`config.mk`:
```
export PLATFORM = sky130hd
export DESIGN_NAME = rca_config_unit
export DESIGN_NICKNAME = d
export VERILOG_FILES = /design/src/rtl/rca_config_unit_pkg.sv /design/src/rtl/taiga_types.sv /design/src/rtl/rca_config_table.sv /design/src/rtl/rca_config_unit.sv
export SDC_FILE = /design/constraint.sdc
export NUM_CORES = 1
export LEC_CHECK = 0
export ABC_AREA = 1
export CAP_MARGIN = 40
export CORE_ASPECT_RATIO = 0.8
export CORE_MARGIN = 5
export CORE_UTILIZATION = 60
export CTS_CLUSTER_SIZE = 28
export DETAILED_ROUTE_END_ITERATION = 7
export PLACE_DENSITY = 0.88
export SETUP_SLACK_MARGIN = 0.5
export SLEW_MARGIN = 20
export SYNTH_ARGS = -nofsm -noshare
export SYNTH_HDL_FRONTEND = slang
export SYNTH_SLANG_ARGS = --single-unit
export TNS_END_PERCENT = 10
```
`constraint.sdc`:
```
create_clock -name clk -period 5.55 [get_ports clk]
set_clock_uncertainty 0.05 [all_clocks]
set_input_delay 1.11 -clock clk [delete_from_list [all_inputs] [get_ports clk]]
set_output_delay 1.11 -clock clk [all_outputs]
set_load 0.03 [all_outputs]
```
`src/rtl/rca_config_unit_pkg.sv`:
```
// rca_config_unit_pkg: sizing constants, command type and per-RCA table layout
package rca_config_unit_pkg;
    localparam int NUM_RCAS = 2;
    localparam int NUM_READ_PORTS = 5;
    localparam int NUM_WRITE_PORTS = 2;
    localparam int NUM_GRID_MUXES = 32;
    localparam int GRID_MUX_INPUTS = 8;
    localparam int GRID_NUM_ROWS = 4;
    localparam int IO_UNIT_MUX_INPUTS = 8;
    localparam int REG_W = 5;
    localparam int ID_W = 4;
    localparam int RCA_W = $clog2(NUM_RCAS);
    localparam int RP_W = $clog2(NUM_READ_PORTS);
    localparam int WP_W = $clog2(NUM_WRITE_PORTS);
    localparam int GM_W = $clog2(NUM_GRID_MUXES);
    localparam int IOA_W = $clog2(GRID_NUM_ROWS);
    localparam int GRID_SEL_W = $clog2(GRID_MUX_INPUTS);
    localparam int IO_SEL_W = $clog2(IO_UNIT_MUX_INPUTS);
    localparam int RES_SEL_W = $clog2(GRID_NUM_ROWS);
    localparam int WR_ADDR_W = GM_W;
    localparam int WR_DATA_W = REG_W;

    typedef enum logic [1:0] {CMD_CPU, CMD_GRID, CMD_IO, CMD_RESULT} rca_config_cmd_type_t;

    typedef struct packed {
        logic [NUM_READ_PORTS-1:0][REG_W-1:0] src;
        logic [NUM_WRITE_PORTS-1:0][REG_W-1:0] dest;
        logic [NUM_GRID_MUXES-1:0][GRID_SEL_W-1:0] grid;
        logic [GRID_NUM_ROWS-1:0][IO_SEL_W-1:0] io;
        logic [NUM_WRITE_PORTS-1:0][RES_SEL_W-1:0] res;
    } rca_table_t;
endpackage

```
`src/rtl/taiga_types.sv`:
```
// taiga_types: command and CPU-register config types shared with decode/issue
package taiga_types;
    import rca_config_unit_pkg::*;

    typedef logic [ID_W-1:0] id_t;

    typedef struct packed {
        logic [NUM_READ_PORTS-1:0][REG_W-1:0] rs_addr;
        logic [NUM_WRITE_PORTS-1:0][REG_W-1:0] rd_addr;
    } rca_config_t;

    typedef struct packed {
        logic rca_cpu_reg_config;
        logic rca_grid_config;
        logic rca_io_config;
        logic rca_result_config;
        logic [1:0] rca_sel;
        logic cpu_src_dest_port;
        logic [2:0] cpu_port_sel;
        logic [4:0] cpu_reg_addr;
        logic [5:0] grid_mux_addr;
        logic [2:0] new_grid_mux_sel;
        logic [2:0] io_mux_addr;
        logic [2:0] new_io_mux_sel;
        logic [1:0] rca_result_mux_addr;
        logic [1:0] new_rca_result_mux_sel;
    } rca_inputs_t;
endpackage

```
`src/rtl/rca_config_table.sv`:
```
// rca_config_table: configuration storage of one RCA, one write port, full read-out
module rca_config_table
    import rca_config_unit_pkg::*;
(
    input  logic clk,
    input  logic rst,
    input  logic wr_en,
    input  rca_config_cmd_type_t wr_type,
    input  logic wr_dest,
    input  logic [WR_ADDR_W-1:0] wr_addr,
    input  logic [WR_DATA_W-1:0] wr_data,
    output rca_table_t tbl
);
    rca_table_t tbl_q, tbl_d;

    assign tbl = tbl_q;

    // Update the single addressed entry of the selected table
    always_comb begin
        tbl_d = tbl_q;
        if (wr_en) begin
            if (wr_type == CMD_CPU && wr_dest) tbl_d.dest[wr_addr[WP_W-1:0]] = wr_data;
            else if (wr_type == CMD_CPU) tbl_d.src[wr_addr[RP_W-1:0]] = wr_data;
            else if (wr_type == CMD_GRID) tbl_d.grid[wr_addr[GM_W-1:0]] = wr_data[GRID_SEL_W-1:0];
            else if (wr_type == CMD_IO) tbl_d.io[wr_addr[IOA_W-1:0]] = wr_data[IO_SEL_W-1:0];
            else tbl_d.res[wr_addr[WP_W-1:0]] = wr_data[RES_SEL_W-1:0];
        end
    end

    // Table register, cleared on reset
    always_ff @(posedge clk) begin
        if (rst) tbl_q <= '0;
        else tbl_q <= tbl_d;
    end
endmodule

```
`src/rtl/rca_config_unit.sv`:
```
// rca_config_unit: accepts RCA config commands, holds per-RCA tables, reports completion
module rca_config_unit
    import rca_config_unit_pkg::*, taiga_types::*;
(
    input  logic clk,
    input  logic rst,
    input  logic new_request,
    output logic ready,
    input  rca_inputs_t cmd,
    input  id_t cmd_id,
    input  logic [NUM_RCAS-1:0] rca_busy,
    output logic done,
    output id_t done_id,
    output logic done_err,
    input  logic done_ack,
    input  logic [RCA_W-1:0] query_sel,
    output rca_config_t query_cfg,
    output logic [NUM_GRID_MUXES-1:0][GRID_SEL_W-1:0] query_grid_sels,
    output logic [GRID_NUM_ROWS-1:0][IO_SEL_W-1:0] query_io_sels,
    output logic [NUM_WRITE_PORTS-1:0][RES_SEL_W-1:0] query_result_sels
);
    typedef enum logic [1:0] {ST_IDLE, ST_PENDING, ST_DONE} state_t;

    state_t state_q, state_d;
    logic ready_q, ready_d, done_q, done_d, err_q, err_d;
    id_t id_q, id_d;
    rca_inputs_t cmd_q, cmd_d;
    logic [3:0] flags;
    logic malformed, wr_en;
    rca_config_cmd_type_t cmd_type;
    logic [WR_ADDR_W-1:0] wr_addr;
    logic [WR_DATA_W-1:0] wr_data;
    rca_table_t tbls [2**RCA_W];
    rca_table_t q;

    assign ready = ready_q;
    assign done = done_q;
    assign done_id = id_q;
    assign done_err = err_q;

    // Decode the latched command: type, validity and the entry to write
    always_comb begin
        flags = {cmd_q.rca_cpu_reg_config, cmd_q.rca_grid_config, cmd_q.rca_io_config, cmd_q.rca_result_config};
        cmd_type = flags[3] ? CMD_CPU : flags[2] ? CMD_GRID : flags[1] ? CMD_IO : CMD_RESULT;
        malformed = !$onehot(flags) || cmd_q.rca_sel >= 2'(NUM_RCAS) ||
            (cmd_type == CMD_CPU && cmd_q.cpu_src_dest_port && cmd_q.cpu_port_sel >= 3'(NUM_WRITE_PORTS)) ||
            (cmd_type == CMD_CPU && !cmd_q.cpu_src_dest_port && cmd_q.cpu_port_sel >= 3'(NUM_READ_PORTS)) ||
            (cmd_type == CMD_GRID && cmd_q.grid_mux_addr >= 6'(NUM_GRID_MUXES)) ||
            (cmd_type == CMD_IO && cmd_q.io_mux_addr >= 3'(GRID_NUM_ROWS)) ||
            (cmd_type == CMD_RESULT && cmd_q.rca_result_mux_addr >= 2'(NUM_WRITE_PORTS));
        wr_addr = cmd_type == CMD_CPU ? WR_ADDR_W'(cmd_q.cpu_port_sel) :
                  cmd_type == CMD_GRID ? cmd_q.grid_mux_addr[GM_W-1:0] :
                  cmd_type == CMD_IO ? WR_ADDR_W'(cmd_q.io_mux_addr[IOA_W-1:0]) :
                  WR_ADDR_W'(cmd_q.rca_result_mux_addr[WP_W-1:0]);
        wr_data = cmd_type == CMD_CPU ? cmd_q.cpu_reg_addr :
                  cmd_type == CMD_GRID ? WR_DATA_W'(cmd_q.new_grid_mux_sel) :
                  cmd_type == CMD_IO ? WR_DATA_W'(cmd_q.new_io_mux_sel) :
                  WR_DATA_W'(cmd_q.new_rca_result_mux_sel);
    end

    // Handshake FSM next state; a busy RCA holds a valid command in PENDING
    always_comb begin
        state_d = state_q;
        ready_d = ready_q;
        done_d = done_q;
        err_d = err_q;
        id_d = id_q;
        cmd_d = cmd_q;
        wr_en = 1'b0;
        if (state_q == ST_IDLE && new_request) begin
            cmd_d = cmd;
            id_d = cmd_id;
            ready_d = 1'b0;
            state_d = ST_PENDING;
        end else if (state_q == ST_PENDING && (malformed || !rca_busy[cmd_q.rca_sel[RCA_W-1:0]])) begin
            wr_en = !malformed;
            err_d = malformed;
            done_d = 1'b1;
            state_d = ST_DONE;
        end else if (state_q == ST_DONE && done_ack) begin
            done_d = 1'b0;
            err_d = 1'b0;
            ready_d = 1'b1;
            state_d = ST_IDLE;
        end
    end

    // FSM state and registered handshake outputs
    always_ff @(posedge clk) begin
        if (rst) begin
            state_q <= ST_IDLE;
            ready_q <= 1'b1;
            done_q <= 1'b0;
            err_q <= 1'b0;
            id_q <= '0;
            cmd_q <= '0;
        end else begin
            state_q <= state_d;
            ready_q <= ready_d;
            done_q <= done_d;
            err_q <= err_d;
            id_q <= id_d;
            cmd_q <= cmd_d;
        end
    end

    for (genvar i = 0; i < 2**RCA_W; i++) begin : g_rca
        if (i < NUM_RCAS) begin : g_tbl
            rca_config_table u_tbl (
                .clk(clk),
                .rst(rst),
                .wr_en(wr_en && cmd_q.rca_sel == 2'(i)),
                .wr_type(cmd_type),
                .wr_dest(cmd_q.cpu_src_dest_port),
                .wr_addr(wr_addr),
                .wr_data(wr_data),
                .tbl(tbls[i])
            );
        end else begin : g_none
            assign tbls[i] = '0;
        end
    end

    assign q = tbls[query_sel];
    assign query_cfg = {q.src, q.dest};
    assign query_grid_sels = q.grid;
    assign query_io_sels = q.io;
    assign query_result_sels = q.res;
endmodule
```
Figure 1. Local utilization (run 1).
(2 px per um) The die is cut into 19 by 16 equal tiles; black is low, pale yellow is high, 0 to 100% covered.
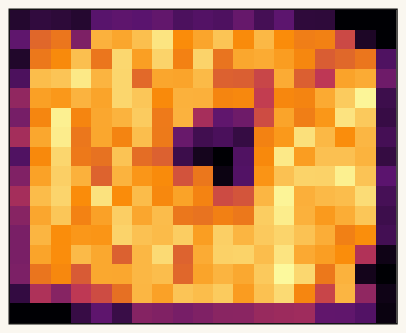
fullest tile: 99%
nearly empty tiles: 3.0%
tiles over 75% full: 49%
mean over tiles: 63%

Figure 2. Cell classes on the final placement (run 1).
(1.5 px per um)
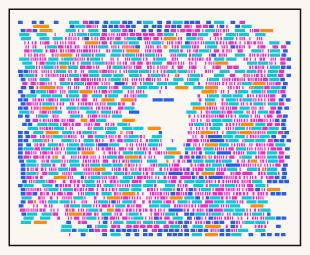
legend:
  orange:
    class: clock drivers and dummy loads
    cells: 60
    share_of_their_area: 6.1%
  blue:
    class: remaining buffers and delay cells
    cells: 224
    share_of_their_area: 13%
  cyan:
    class: registers
    cells: 337
    share_of_their_area: 35%
  magenta:
    class: remaining logic cells
    cells: 1753
    share_of_their_area: 46%
Rows: 53
flop share of the area: 34.6%
core box area: 26300 um2
final instance area: 19500 um2

==> flow_summary.yaml, run 1 <==
# yosys + openroad results
power:
  power_density_nw_per_um2: 311
  power_mw: 6.06
  internal-power_mw: 4.19
  p_comb_share_pct: 18.4
  irDropWorstVdd_mv: 0.248
  p_sw_mw: 1.87
synthesis:
  yosys_warnings: 0
  synth.distinct_cells: 30
  yosys-stat-area_um2: 16100
  edf_count: 0
  ff_type: "dfxtp_1"
  top_cells_by_area: "dfxtp_1 42%, nor2_1 17%, mux2_2 10%"
  syn_area_um2: 16100
  syn_avg_cell_area_um2: 7.18
  syn_nets: 2288
  top_cell: "nor2_1"
route:
  met1_length_mm: 19.3
  drc: 0
  wirelength_mm: 48.0
  wl_met2_mm: 22.1
  ant_nets: 0
  firstDrtPassIters: 6
  viasPerCell: 5.77
  dr_total_vias: 15766
  wire_per_inst_um: 17.6
global_route:
  antenna_found_initial: 2
  grt.met1_usage_pct: 41.8
  grt_pass1_wl_mm: 77.4
  use_met2_pct: 49.9
  grt_max_degree: 133
clocking:
  cts-root-buf: "clkbuf_16"
  clock-sinks: 337
  clockBufferDepth: 3
  htree_levels: 2
  clk_pin_slew_worst_paths_ns: 0.06
  post_cts_buffers: 0
floorplan:
  die_area_um2: 30200
  io_pins: 199
worst_hold_path:
  holdCritStartpoint: "cmd_q[12]"
timing:
  max_clock_freq_mhz: 236
  finalSetupViolations: 0
  slew_headroom_pct: 42.2
  rsz0062_at_grt: "false"
critical_path:
  startpoint: "query_sel"
  crit_end: "query_cfg[7]"
  cp.arrival_ns: 3.07
  r2r-end: "g_rca[1].g_tbl.u_tbl.tbl[134]"
  reg2reg_from: "cmd_q[33]"
place:
  place_inst: 2670
job:
  warning_count: 28
run_status:
  outcome: "complete, no violations"
final_layout:
  fin_nets: 2399
  fillers: 1910
Figure 3. Clock nets (run 1).
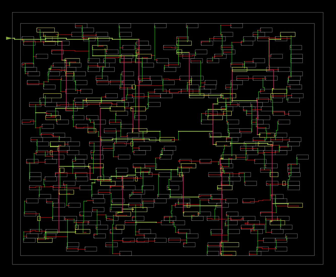
total CTS buffers: 35
FFs & Latches: 337

-- run 1: critical path: stages --
cell and delay [ns]:
buf_6 0.47, buf_4 0.43, mux2_2 0.39, clkdlybuf4s50_1 0.62
-- run 1: layout by cell type, fill, tap and decap left out, types with 3 or more instances in the layout --
cell and n:
clkdlybuf4s50_1 197, nor2_1 745, a21oi_1 17, a21oi_4 3
clkinv_2 7, buf_12 5, clkbuf_8 5, nor2_2 18
o21ai_0 39, dfxtp_1 337, nand4_1 109, mux2_2 145
clkbuf_16 37, nand2_2 12, buf_4 14, inv_1 47
nand3_1 212, bufinv_16 3, nand2_1 332, nor2_4 28
inv_2 28, clkbuf_1 6, buf_16 7
-- run 1: cell type report --
cell class / instances / area share (%)
antenna: 1 / 0.0128
clock buffer: 48 / 5.22
clock inverter: 12 / 0.726
inverter: 77 / 1.53
multi-input combinational: 1676 / 43.4
sequential: 337 / 34.6
tap: 357 / 2.29
timing repair buffer: 224 / 12.2
-- run 1: power groups by stage --
| stage | Combinational (mW) | Sequential, mW | Clock (mW) |
|---|---|---|---|
| 2_1_floorplan | 0.711 | 2.59 | 0 |
| 3_3_place_gp | 0.981 | 2.59 | 0 |
| 3_5_place_dp | 1.06 | 2.59 | 0 |
| 4_1_cts | 1.07 | 2.54 | 2.42 |
| 5_1_grt | 1.18 | 2.54 | 2.52 |
| 6_report | 1.11 | 2.54 | 2.41 |
-- run 1: state kept, by name, indices dropped and copies added (netlist names) --
register / count
cmd_q: 34
done_id: 4
state_q: 2
done_err: 1
ready: 1
done: 1
g_rca.g_tbl.u_tbl.tbl: 294
-- run 1: cell families after synthesis --
logic type               synth area share (%)
buffers and inverters                    5.97
multiplexers                             10.1
flip-flops                               41.9
AND-OR/OR-AND                            1.97
AND/OR/NAND/NOR                          39.7
adder cells (fa/ha/maj)                 0.280
Figure 4. Pin placement (run 1).
(2 px per um) Pins as bars across the die edge, other pins in gray.
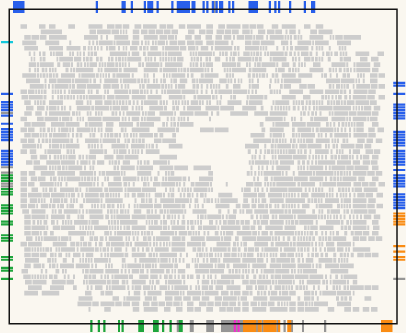

==> run 2, diff against run 1 <==
--- a/config.mk
+++ b/config.mk
@@ -9,10 +9,10 @@
 export CAP_MARGIN = 40
 export CORE_ASPECT_RATIO = 0.8
 export CORE_MARGIN = 5
-export CORE_UTILIZATION = 60
+export CORE_UTILIZATION = 56
 export CTS_CLUSTER_SIZE = 28
 export DETAILED_ROUTE_END_ITERATION = 7
-export PLACE_DENSITY = 0.88
+export PLACE_DENSITY = 0.83
 export SETUP_SLACK_MARGIN = 0.5
 export SLEW_MARGIN = 20
 export SYNTH_ARGS = -nofsm -noshare
==> constraint.sdc (replaced) <==
create_clock -name clk -period 4.4 [get_ports clk]
set_clock_uncertainty 0.05 [all_clocks]
set_input_delay 0.88 -clock clk [delete_from_list [all_inputs] [get_ports clk]]
set_output_delay 0.88 -clock clk [all_outputs]
set_load 0.03 [all_outputs]
Figure 5. Pin placement (run 2).
(2 px per um) Pins as bars across the die edge, other pins in gray.
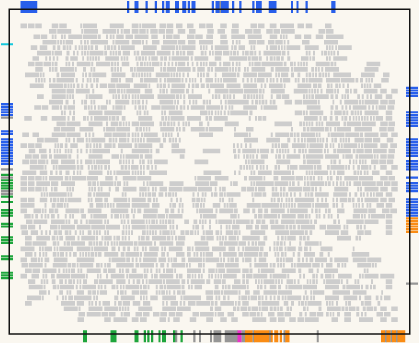
legend:
  cyan:
    port: clk
    pins: 1
    direction: input
    edge: left
  magenta:
    port: rca_busy
    pins: 2
    direction: input
    edge: bottom
  green:
    port: query_cfg
    pins: 35
    direction: output
    edge: 20 left, 15 bottom
  orange:
    port: cmd
    pins: 34
    direction: input
    edge: 28 bottom, 6 right
  blue:
    port: query_grid_sels
    pins: 96
    direction: output
    edge: 46 top, 33 right, 17 left
all pins by edge: 69 bottom, 47 top, 43 left, 40 right

==> flow_summary.yaml, run 2 <==
# yosys + openroad results
final_layout:
  largest_reg_flops: 294
  lay_top_count: "nor2_1"
  fin_nets: 2407
  largest_class: "combinational gates"
  diodes: 1
  num-nonclk-buffers: 230
  bufAreaShareNonClock_pct: 12.1
  layout_top_cells: "745 x nor2_1, 336 x dfxtp_1, 332 x nand2_1"
  ff_count: 337
  fillers: 2248
  num-clock-buffers: 57
  clkCellAreaFrac_pct: 6.21
  comb_share_pct: 43.3
  multiInputCombCellCount: 1677
  seq_share_pct: 34.5
  inv_count: 77
clocking:
  clk_pin_slew_worst_paths_ns: 0.06
  clk_latency_ns: 0.50
  clockBufferDepth: 3
  cts_tree: "done"
  cts-buffers-inserted: 36
  clock-sinks: 337
  htree_levels: 2
  cts-root-buf: "clkbuf_16"
global_route:
  antenna_found_initial: 0
  grt_pass1_wl_mm: 76.0
  use_met2_pct: 45.9
  grt_pass1_vias: 14642
  grt_max_degree: 135
  grt.met1_usage_pct: 39.8
floorplan:
  die_area_um2: 32300
  io_pins: 199
  rows: 55
  coreArea_um2: 28300
  nWellTaps: 370
critical_path:
  startpoint: "query_sel"
  critPathTopFamily: "buffers and inverters"
  reg2reg_from: "cmd_q[33]"
  cp.arrival_ns: 2.77
  slowest_delay_ns: 0.61
  worst-path-buf-inv: 3
  cp_cell_sequence: "buf_6, buf_4, mux2_2, clkdlybuf4s50_1"
  cpMaxStageDelayCell: "clkdlybuf4s50_1"
route:
  drt_iter0_markers: 1349
  met1_length_mm: 20.3
  drc: 0
  wl_met2_mm: 22.0
  firstDrtPassIters: 7
  wirelength_mm: 47.6
  viasPerCell: 5.63
  ant_nets: 0
  wire_per_inst_um: 17.3
  dr_total_vias: 15511
  wl_met3_mm: 4.30
run_status:
  outcome: "complete, no violations"
timing:
  finalSetupViolations: 0
  maxSlewViolCount: 0
  rsz0062_at_grt: "false"
  slew_headroom_pct: 45.4
  max_clock_freq_mhz: 270
synthesis:
  ff_type: "dfxtp_1"
  yosysCellCount: 2240
  synth-seq-area-share_pct: 41.9
  yosys_warnings: 0
  edf_count: 0
  syn_nets: 2288
  top_cells_by_area: "dfxtp_1 42%, nor2_1 17%, mux2_2 10%"
  syn_avg_cell_area_um2: 7.18
  yosys-stat-area_um2: 16100
  async_flop_share_pct: 0
  common_cells: "748 x nor2_1, 337 x dfxtp_1, 332 x nand2_1"
  top_cell: "nor2_1"
  synth.distinct_cells: 30
job:
  drv_cap: 0
  warning_count: 32
power:
  irDropWorstVdd_mv: 0.222
  power_density_nw_per_um2: 392
worst_hold_path:
  hold_path_class: "flop to flop"
  holdCritStartpoint: "done"
[run 2: metrics by stage]
| stage | hold WS (ns) | cells | area, um2 | worst slack [ns] | power, mW |
|---|---|---|---|---|---|
| 2_1_floorplan | 0.380 | 2240 | 16100 | 1.20 | 4.16 |
| 3_3_place_gp | 0.395 | 2687 | 18300 | 0.751 | 4.56 |
| 3_5_place_dp | 0.415 | 2688 | 18300 | 0.633 | 4.59 |
| 4_1_cts | 0.423 | 2752 | 19500 | 0.563 | 7.66 |
| 5_1_grt | 0.448 | 2755 | 19500 | 0.595 | 7.95 |
| 6_report | 0.419 | 2756 | 19500 | 0.701 | 7.66 |
[run 2: worst min-delay path, stage by stage, from the launching register on]
cell and delay, ns:
dfxtp_1 0.31, nand2_1 0.06, a21oi_1 0.06
[run 2: worst paths after layout]
| kind | to | slack (ns) | depth (start not counted) |
|---|---|---|---|
| setup / recovery | query_grid_sels[54] | 0.70 | 4 |
| hold / removal | done | 0.42 | 2 |
| setup reg to reg | g_rca[1].g_tbl.u_tbl.tbl[130] | 0.74 | 13 |
| hold reg to reg | done | 0.42 | 2 |
[run 2: logic make-up (layout without fill, tap and decap cells)]
logic type      Yosys count  count (layout)  synth area share [%]
fa+ha+maj                 3               3                 0.280
buf+inv                 227             371                  5.97
flops                   337             337                  41.9
mux                     145             145                  10.1
simple gates           1467            1468                  39.7
compound gates           61              61                  1.97
other cells               0               1                     0
[run 2: repair_timing]
action                     CTS  global route
setup buffers                0             2
resized                      0             1
hold endpoints to repair     0             0
setup endpoints to repair    0           103
[run 2: where the power goes]
part	switching, mW	internal, mW
sequential	0.0720	3.13
clock	1.24	1.85
combinational	1.03	0.335
total	2.34	5.32
Power and IR drop assume default switching activity.
